--- config.mk ---
export PLATFORM = sky130hd
export DESIGN_NAME = i2c_target_rx_flat
export DESIGN_NICKNAME = d
export VERILOG_FILES = /design/src/rtl/i2c_target_rx_if.sv /design/src/rtl/i2c_target_rx.sv /design/src/flat_wrapper.sv
export SDC_FILE = /design/constraint.sdc
export NUM_CORES = 1
export LEC_CHECK = 0
export ABC_AREA = 0
export ABC_CLOCK_PERIOD_IN_PS = 2000
export CORE_MARGIN = 8
export CORE_UTILIZATION = 40
export CTS_BUF_LIST = sky130_fd_sc_hd__clkbuf_4 sky130_fd_sc_hd__clkbuf_8 sky130_fd_sc_hd__clkbuf_16
export CTS_CLUSTER_SIZE = 10
export DETAILED_ROUTE_END_ITERATION = 12
export PLACE_DENSITY = 0.64
export SLEW_MARGIN = 20
export SYNTH_ARGS = -nofsm -noshare
export SYNTH_HDL_FRONTEND = slang
export SYNTH_SLANG_ARGS = --single-unit
--- constraint.sdc ---
create_clock -name clk -period 2 [get_ports clk]
set_input_delay 0.2 -clock clk [delete_from_list [all_inputs] [get_ports clk]]
set_output_delay 0.2 -clock clk [all_outputs]
set_load 0.01 [all_outputs]
--- src/rtl/i2c_target_rx_if.sv ---
// Pad-side and fabric-side signals of the write-only I2C target.
// master = bus/fabric environment, slave = the target itself.
interface i2c_target_rx_if;
  logic       scl_in;
  logic       sda_in;
  logic       sda_out;
  logic [7:0] rx_data;
  logic       rx_valid;
  logic       start_det;
  logic       stop_det;
  logic       busy;

  modport master (
    output scl_in, sda_in,
    input  sda_out, rx_data, rx_valid, start_det, stop_det, busy
  );

  modport slave (
    input  scl_in, sda_in,
    output sda_out, rx_data, rx_valid, start_det, stop_det, busy
  );
endinterface

--- src/rtl/i2c_target_rx.sv ---
// Write-only I2C target: oversampled SCL/SDA, START/STOP detect, 7-bit
// address match, ACK of matching writes, one-cycle strobe per data byte.
module i2c_target_rx #(
  parameter logic [6:0] TARGET_ADDR = 7'h42,
  parameter int         SYNC_STAGES = 2
) (
  input logic             clk,
  input logic             reset,
  i2c_target_rx_if.slave  bus
);

  typedef enum logic [2:0] {
    S_IDLE, S_ADDR, S_ADDR_ACK, S_DATA, S_DATA_ACK, S_IGNORE
  } state_e;

  logic [SYNC_STAGES-1:0] scl_sync_q, sda_sync_q;
  logic                   scl_s, sda_s;
  logic                   scl_q, sda_q;
  logic                   rise_q, fall_q, start_q, stop_q;

  state_e     state_q;
  logic [3:0] bit_ctr_q;
  logic [6:0] shift_q;
  logic [7:0] byte_d;
  logic       sda_out_q, rx_valid_q, start_det_q, stop_det_q, busy_q;
  logic [7:0] rx_data_q;

  assign scl_s  = scl_sync_q[SYNC_STAGES-1];
  assign sda_s  = sda_sync_q[SYNC_STAGES-1];
  assign byte_d = {shift_q, sda_q};

  // Synchronisers reset to the idle-bus level so reset never fakes an edge.
  always_ff @(posedge clk or posedge reset) begin
    if (reset) begin
      scl_sync_q <= '1;
      sda_sync_q <= '1;
      scl_q      <= 1'b1;
      sda_q      <= 1'b1;
      rise_q     <= 1'b0;
      fall_q     <= 1'b0;
      start_q    <= 1'b0;
      stop_q     <= 1'b0;
    end else begin
      scl_sync_q <= {scl_sync_q[SYNC_STAGES-2:0], bus.scl_in};
      sda_sync_q <= {sda_sync_q[SYNC_STAGES-2:0], bus.sda_in};
      scl_q      <= scl_s;
      sda_q      <= sda_s;
      rise_q     <= scl_s & ~scl_q;
      fall_q     <= ~scl_s & scl_q;
      start_q    <= scl_s & scl_q & sda_q & ~sda_s;
      stop_q     <= scl_s & scl_q & ~sda_q & sda_s;
    end
  end

  always_ff @(posedge clk or posedge reset) begin
    if (reset) begin
      state_q     <= S_IDLE;
      bit_ctr_q   <= 4'd0;
      shift_q     <= 7'd0;
      sda_out_q   <= 1'b1;
      rx_data_q   <= 8'h00;
      rx_valid_q  <= 1'b0;
      start_det_q <= 1'b0;
      stop_det_q  <= 1'b0;
      busy_q      <= 1'b0;
    end else begin
      rx_valid_q  <= 1'b0;
      start_det_q <= 1'b0;
      stop_det_q  <= 1'b0;
      if (start_q) begin
        state_q     <= S_ADDR;
        bit_ctr_q   <= 4'd0;
        sda_out_q   <= 1'b1;
        busy_q      <= 1'b0;
        start_det_q <= 1'b1;
      end else if (stop_q) begin
        state_q     <= S_IDLE;
        bit_ctr_q   <= 4'd0;
        sda_out_q   <= 1'b1;
        busy_q      <= 1'b0;
        stop_det_q  <= 1'b1;
      end else begin
        unique case (state_q)
          S_ADDR: if (rise_q) begin
            shift_q   <= byte_d[6:0];
            bit_ctr_q <= bit_ctr_q + 4'd1;
            if (bit_ctr_q == 4'd7) begin
              bit_ctr_q <= 4'd0;
              // General call (7'h00) never equals TARGET_ADDR, so it lands here as a mismatch.
              if (byte_d[7:1] == TARGET_ADDR && !byte_d[0]) begin
                state_q <= S_ADDR_ACK;
                busy_q  <= 1'b1;
              end else begin
                state_q <= S_IGNORE;
              end
            end
          end
          S_DATA: if (rise_q) begin
            shift_q   <= byte_d[6:0];
            bit_ctr_q <= bit_ctr_q + 4'd1;
            if (bit_ctr_q == 4'd7) begin
              bit_ctr_q  <= 4'd0;
              rx_data_q  <= byte_d;
              rx_valid_q <= 1'b1;
              state_q    <= S_DATA_ACK;
            end
          end
          // First SCL fall pulls SDA low; the next fall (end of 9th clock) releases it.
          S_ADDR_ACK, S_DATA_ACK: if (fall_q) begin
            if (sda_out_q) begin
              sda_out_q <= 1'b0;
            end else begin
              sda_out_q <= 1'b1;
              state_q   <= S_DATA;
              bit_ctr_q <= 4'd0;
            end
          end
          S_IGNORE: sda_out_q <= 1'b1;
          default: ;
        endcase
      end
    end
  end

  assign bus.sda_out   = sda_out_q;
  assign bus.rx_data   = rx_data_q;
  assign bus.rx_valid  = rx_valid_q;
  assign bus.start_det = start_det_q;
  assign bus.stop_det  = stop_det_q;
  assign bus.busy      = busy_q;

endmodule

--- src/flat_wrapper.sv ---
// flat-port wrapper written by rule: the top's interface ports become plain ports
module i2c_target_rx_flat 
#(
  parameter logic [6:0] TARGET_ADDR = 7'h42,
  parameter int         SYNC_STAGES = 2
)
  (clk, reset, bus_scl_in, bus_sda_in, bus_sda_out, bus_rx_data, bus_rx_valid, bus_start_det, bus_stop_det, bus_busy);
  i2c_target_rx_if bus_i ();
  input logic clk;
  input logic reset;
  input wire logic [$bits(bus_i.scl_in)-1:0] bus_scl_in;
  input wire logic [$bits(bus_i.sda_in)-1:0] bus_sda_in;
  output wire logic [$bits(bus_i.sda_out)-1:0] bus_sda_out;
  output wire logic [$bits(bus_i.rx_data)-1:0] bus_rx_data;
  output wire logic [$bits(bus_i.rx_valid)-1:0] bus_rx_valid;
  output wire logic [$bits(bus_i.start_det)-1:0] bus_start_det;
  output wire logic [$bits(bus_i.stop_det)-1:0] bus_stop_det;
  output wire logic [$bits(bus_i.busy)-1:0] bus_busy;
  assign bus_i.scl_in = bus_scl_in;
  assign bus_i.sda_in = bus_sda_in;
  assign bus_sda_out = bus_i.sda_out;
  assign bus_rx_data = bus_i.rx_data;
  assign bus_rx_valid = bus_i.rx_valid;
  assign bus_start_det = bus_i.start_det;
  assign bus_stop_det = bus_i.stop_det;
  assign bus_busy = bus_i.busy;
  i2c_target_rx #(.TARGET_ADDR(TARGET_ADDR), .SYNC_STAGES(SYNC_STAGES)) u_core (.clk(clk), .reset(reset), .bus(bus_i));
endmodule
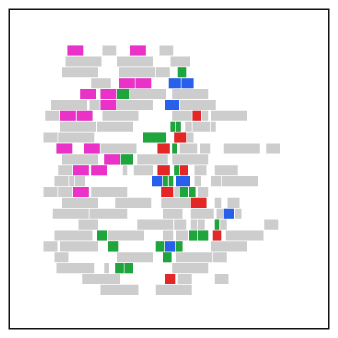
(run_1/gates.png)
(4 px per µm)
Magenta marks mux cells, cells 15, most used mux2_2. Green marks nor cells, cells 22, most used nor2_1. Red marks and/or cells, cells 9, most used and3b_1, where centre. Blue marks non-inverting ao/oa cells, cells 7, most used o21a_1.

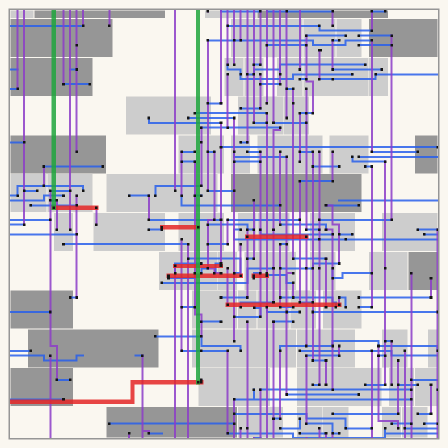
(run_1/closeup.png)
Region (25, 25) to (55, 55) µm. Cells in grey, sequential cells in the stronger grey; small squares are vias.
Green marks M4. Purple marks M2. Blue marks M1. Red marks M3.
Netlist names of flops here include u_core.shift_q (3). 55 logic cells have their middle in the window. Most frequent: nor2_1 (7), dfrtp_1 (7), o21ai_0 (4). Sequential cells in the window: 7.

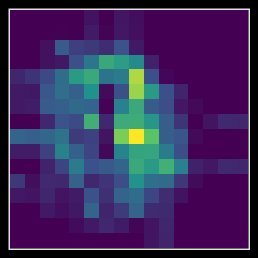
(run_1/route_heat.png)
(3 px per µm) 16 x 16 tiles, from dark purple (low) to yellow (high), scaled to the fullest tile. Values are wire area over tile area, all layers added.
The densest ninth of the die: centre. The fullest tile reaches 0.49. 8.2% of the tiles are over half the peak. The emptiest ninth of the die: north-east. 42% of the tiles are nearly empty.

==> Changelog: implementation, run 1 <==
### Changed

- Outcome: completed
- Postcts setup bufs: 0
- Largest net degree at the start of global routing: 38
- Non-clk buf share: 0.0910
- Bufs and invs on worst path: 0
- Worst setup EP type: flip-flop
- TritonCTS clock tree: yes
- Yosys cell count: 120
- Worst r2r src: u_core.state_q[0]
- Switching Fraction: 0.301
- Combinational Power: approximately 0.4 mW
- Routed len/inst: 15.0 µm
- CP endpoint: u_core.state_q[0]
- Area leader share: 0.465
- Pint: 1.42 mW
- Fmax: 592 MHz
- Max stage delay on crit path: 510 ps
- MUX share of area: 0.105
- Core Region: 3940 µm²
- CLK BUF: 8
- Sequential fraction of the synthesis area: 0.580
- GP Congestion: 0.779
- Worst IR Drop VDD: approximately 0.54 mV
- Netlist Area Pre-Place: 1610 µm²
- Multi-In Gates: 78
- Seq pwr share: 0.525
- Layout clock area frac: 0.0507
- CP startpoint kind: flip-flop
## run 1: per-layer routing
metal,track usage,share of wire
met3,0.0405,0.051
met2,0.165,0.51
met4,0.0500,0.015
met1,0.113,0.43
met5,0,0
## run 1: layout by cell type (no fill, tap or decap), drive strengths merged
master,instances
nor2b,5
ha,1
o21ai,8
clkbuf,8
a32o,1
a22o,2
clkdlybuf4s50,16
nor3,3
mux2,15
o211ai,2
and3,1
nor4b,2
nand3,1
and3b,3
or2,1
nor3b,3
nor2,9
nand4b,1
xnor2,1
o21a,3
or3b,1
or4,1
nand3b,1
nand2,3
and2,1
o32a,1
dfrtp,30
inv,2
and4,1
o31ai,1
buf,2
nand4,1
a21oi,2
o2bb2ai,2
o2111ai,1
dfstp,7
==> run_1/layers.png <==
(4 px per µm) Only two layers are drawn.
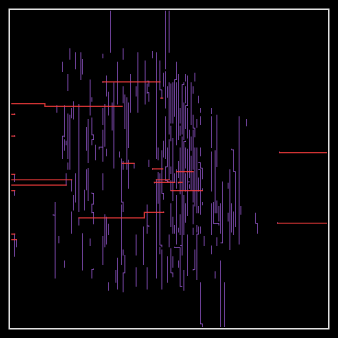

==> run 1 -> run 2 <==
--- a/config.mk
+++ b/config.mk
@@ -6,7 +6,7 @@
 export NUM_CORES = 1
 export LEC_CHECK = 0
 export ABC_AREA = 0
-export ABC_CLOCK_PERIOD_IN_PS = 2000
+export ABC_CLOCK_PERIOD_IN_PS = 1600
 export CORE_MARGIN = 8
 export CORE_UTILIZATION = 40
 export CTS_BUF_LIST = sky130_fd_sc_hd__clkbuf_4 sky130_fd_sc_hd__clkbuf_8 sky130_fd_sc_hd__clkbuf_16
==> constraint.sdc (replaced) <==
create_clock -name clk -period 1.6 [get_ports clk]
set_input_delay 0.16 -clock clk [delete_from_list [all_inputs] [get_ports clk]]
set_output_delay 0.16 -clock clk [all_outputs]
set_load 0.01 [all_outputs]
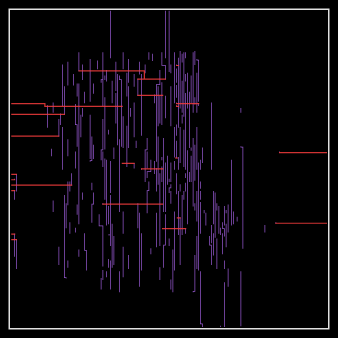
(run_2/layers.png)
(4 px per µm) Only two layers are drawn.
Purple marks M2, wire length 1510 µm. Red marks M3, wire length 164 µm.

==> run 2 against run 1 <==
Compared with the run above: die size is the same; global-route usage rose by 0.15 points; flip-flop count unchanged; design area is 6.4% higher; critical path type unchanged; critical endpoint unchanged.
==> Changelog: implementation, run 2 <==
### Changed

- Sequential fraction of the synthesis area: 0.580 (unchanged)
- Fmax: 644 MHz (+8.8%)
- Top logic cells by instance count in the layout: dfrtp_1 (30), mux2_2 (15), clkdlybuf4s50_1 (15)
- Switching Fraction: 0.296 (-0.00451)
- Gr busiest metal: met2
- Top cell excl fill/tap: dfrtp_1
- Core Util, Final: 0.520
- Total Wirelength: approximately 3000 µm
- Area leader share: 0.465 (unchanged)
- Worst r2r src: u_core.state_q[1]
- CTS Sinks: 37
- Met3 GRT Util: 0.0405 (unchanged)
- Clock root buffer: clkbuf_8
- Outcome: completed
- Met2 routed wirelength: 1510 µm (+2.7%)
- DR top layer: met4
- Combinational Power: 0.705 mW (+72%)
- CP endpoint: u_core.state_q[0]
- M1 GR Usage: 0.106 (-0.00655)
- Largest net degree at the start of global routing: 38 (unchanged)
- CP startpoint kind: flip-flop
- Sw Pwr: a little under 0.8 mW
- TritonCTS clock tree: yes
- Pre-Place Util: 0.409
- Yosys cell count: 120 (unchanged)
- Netlist Area Pre-Place: 1610 µm² (unchanged)
- Postcts setup bufs: 0 (unchanged)
- Routed len/inst: 14.5 µm (-3.5%)
- Sum of routed wire segments on met1: 1220 µm (-1.1%)
- Yosys top cell by instances: dfrtp_1
- Worst IR Drop VDD: 0.567 mV (+6.0%)
- Routed wl met3: 164 µm (+11%)
- Seq pwr share: 0.479 (-0.046)
- Pint: 1.89 mW (+33%)
- GP Congestion: 0.814 (+4.4%)
run 2: cell counts after synthesis:
No cell type changed its count.
run 2: final cells by class:
| type | count | share of cell area |
|---|---|---|
| clock buffer | 8 | 0.0476 |
| inverter | 2 | 0.00366 |
| multi-input combinational | 78 | 0.321 |
| sequential | 37 | 0.456 |
| tap | 50 | 0.0305 |
| timing repair buffer | 30 | 0.141 |
run 2: cell families (layout without fill, tap and decap cells):
group	count (synthesis)	in the layout	share of synthesized area
buf+inv	5	40	0.0186
simple gates	38	38	0.171
fa+ha+maj	1	1	0.00776
mux	15	15	0.105
flops	37	37	0.580
compound gates	23	23	0.109
xor+xnor	1	1	0.0101
run 2: worst max-delay path: stages (launching register included):
cell and delay, ps:
dfrtp_1 480, xnor2_2 390, nor2_1 70, o21a_1 190
o32a_1 290
==> run_2/placed.png <==
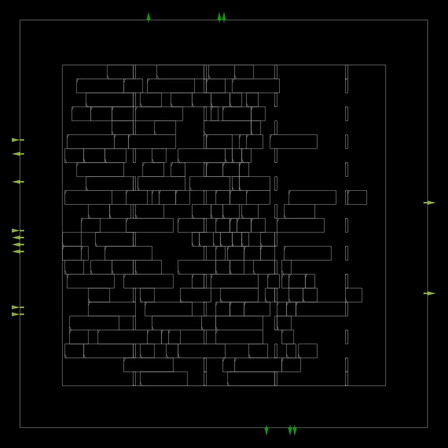

==> run 2 -> run 3 <==
--- a/config.mk
+++ b/config.mk
@@ -8,11 +8,11 @@
 export ABC_AREA = 0
 export ABC_CLOCK_PERIOD_IN_PS = 1600
 export CORE_MARGIN = 8
-export CORE_UTILIZATION = 40
+export CORE_UTILIZATION = 55
 export CTS_BUF_LIST = sky130_fd_sc_hd__clkbuf_4 sky130_fd_sc_hd__clkbuf_8 sky130_fd_sc_hd__clkbuf_16
 export CTS_CLUSTER_SIZE = 10
 export DETAILED_ROUTE_END_ITERATION = 12
-export PLACE_DENSITY = 0.64
+export PLACE_DENSITY = 0.82
 export SLEW_MARGIN = 20
 export SYNTH_ARGS = -nofsm -noshare
 export SYNTH_HDL_FRONTEND = slang
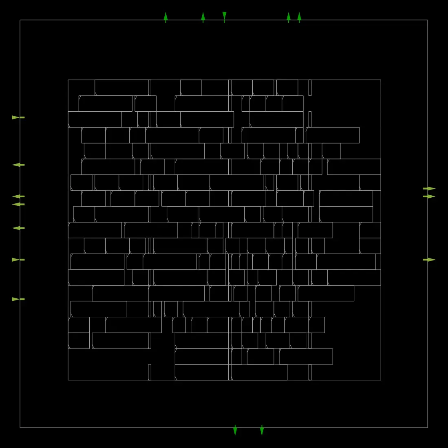
(run_3/placed.png)
post-route insts no fill: 184
Flops: 37
Core Region: 2780 µm²
num tapcells: 31

==> run 3 against run 2 <==
Compared with the run above: area after synthesis unchanged; die size decreased by 22%; clock skew increased by 6.5 ps; largest cell class unchanged; highest routed layer unchanged.
==> Changelog: implementation, run 3 <==
### Changed

- Outcome: completed
- Dominant kind of combinational cell: simple AND/OR/NAND/NOR gates
- Xor/xnor share of the synthesized area: 0.0101 (unchanged)
- Worst IR Drop VDD: 0.963 mV (+70%)
- Combinational Power: 0.722 mW (+2%)
- Clk pwr: 0.462 mW
- Area leader share: 0.465 (unchanged)
- Post-detail-place hpwl: 2070 µm
- Top cell category: sequential cells
- TritonCTS clock tree: yes
- CLK BUF: 5 (-3)
- Top cell excl fill/tap: dfrtp_1
- Total Wirelength: 2840 µm (-4.2%)
- Synth cell count leaders: dfrtp_1 (30), mux2_2 (15), dfstp_2 (7), nor2_1 (7)
- Largest net degree at the start of global routing: 38 (unchanged)
- Fmax: 636 MHz (-1.2%)
- Sw Pwr: 0.803 mW (+1.1%)
- CTS Sinks: 37 (unchanged)
- GP Congestion: 0.900 (+11%)
- Non-CTS buffers: 28 (-6.7%)
- Worst-case clock skew: 10.6 ps
- Crit-path leading delay family: AND-OR/OR-AND gates
- Clock root buffer: clkbuf_4
- Ao+oa area frac: 0.109 (unchanged)
- Worst r2r src: u_core.bus.sda_out
- YS warnings: 0
- Top logic cells by instance count in the layout: dfrtp_1 (28), mux2_2 (15), clkdlybuf4s50_1 (15)
- Max stage delay on crit path: 420 ps (-60 ps)
- Bufs and invs on worst path: 1 (+1)
- Worst R2R Path Depth: 5
- Comb area share: 0.342 (+0.0209)
- Pre-Place Util: 0.580 (+0.171)
- Postcts setup bufs: 2 (+2)
- Core Util, Final: 0.708 (+0.188)
- Pint: 1.69 mW (-11%)
- Final Worst Setup Slack: roughly 28 ps
- Yosys top cell by instances: dfrtp_1
- Sequential fraction of the synthesis area: 0.580 (unchanged)
- Yosys cell count: 120 (unchanged)
- Inverters excl. clock: 2 (unchanged)
- And+or+nand+nor area frac: 0.171 (unchanged)
- Multi-In Gates: 78 (unchanged)
- Non-clk buf share: 0.130 (-0.0107)
- CP startpoint kind: flip-flop
- Total number of vias: ~1.1k
- Cell accounting for the most synthesized area: dfrtp_1
- Synth Area in Adders: 0.00776 (unchanged)
- Layout clock area frac: 0.0280 (-0.0196)
==> run 3: worst reg2reg max path, stage by stage (launching register included) <==
cell	delay [ps]
dfstp_2	390
buf_6	110
or3b_4	420
o21ai_4	210
nor2_2	60
o32a_1	290
==> run 3: per-layer routing <==
layer / up-vias / wire (µm) / track usage
met5: - / 0 / 0
met4: 0 / 59 / 0.0558
met3: 7 / 173 / 0.0537
met2: 30 / 1380 / 0.192
met1: 543 / 1230 / 0.148
li1: 504 / - / -
==> run 3: worst max-delay path by stage <==
stage	end	slack, ps	cells after the start
finish	u_core.state_q[0]	30	5
global route	u_core.state_q[0]	-20	5
CTS	u_core.state_q[0]	-0.5	5
detailed placement	u_core.state_q[0]	50	5
global placement	u_core.bus.rx_data[6]	90	4
floorplan	u_core.state_q[0]	150	5
Power figures rest on the tool's default switching activity, not on a simulated workload.
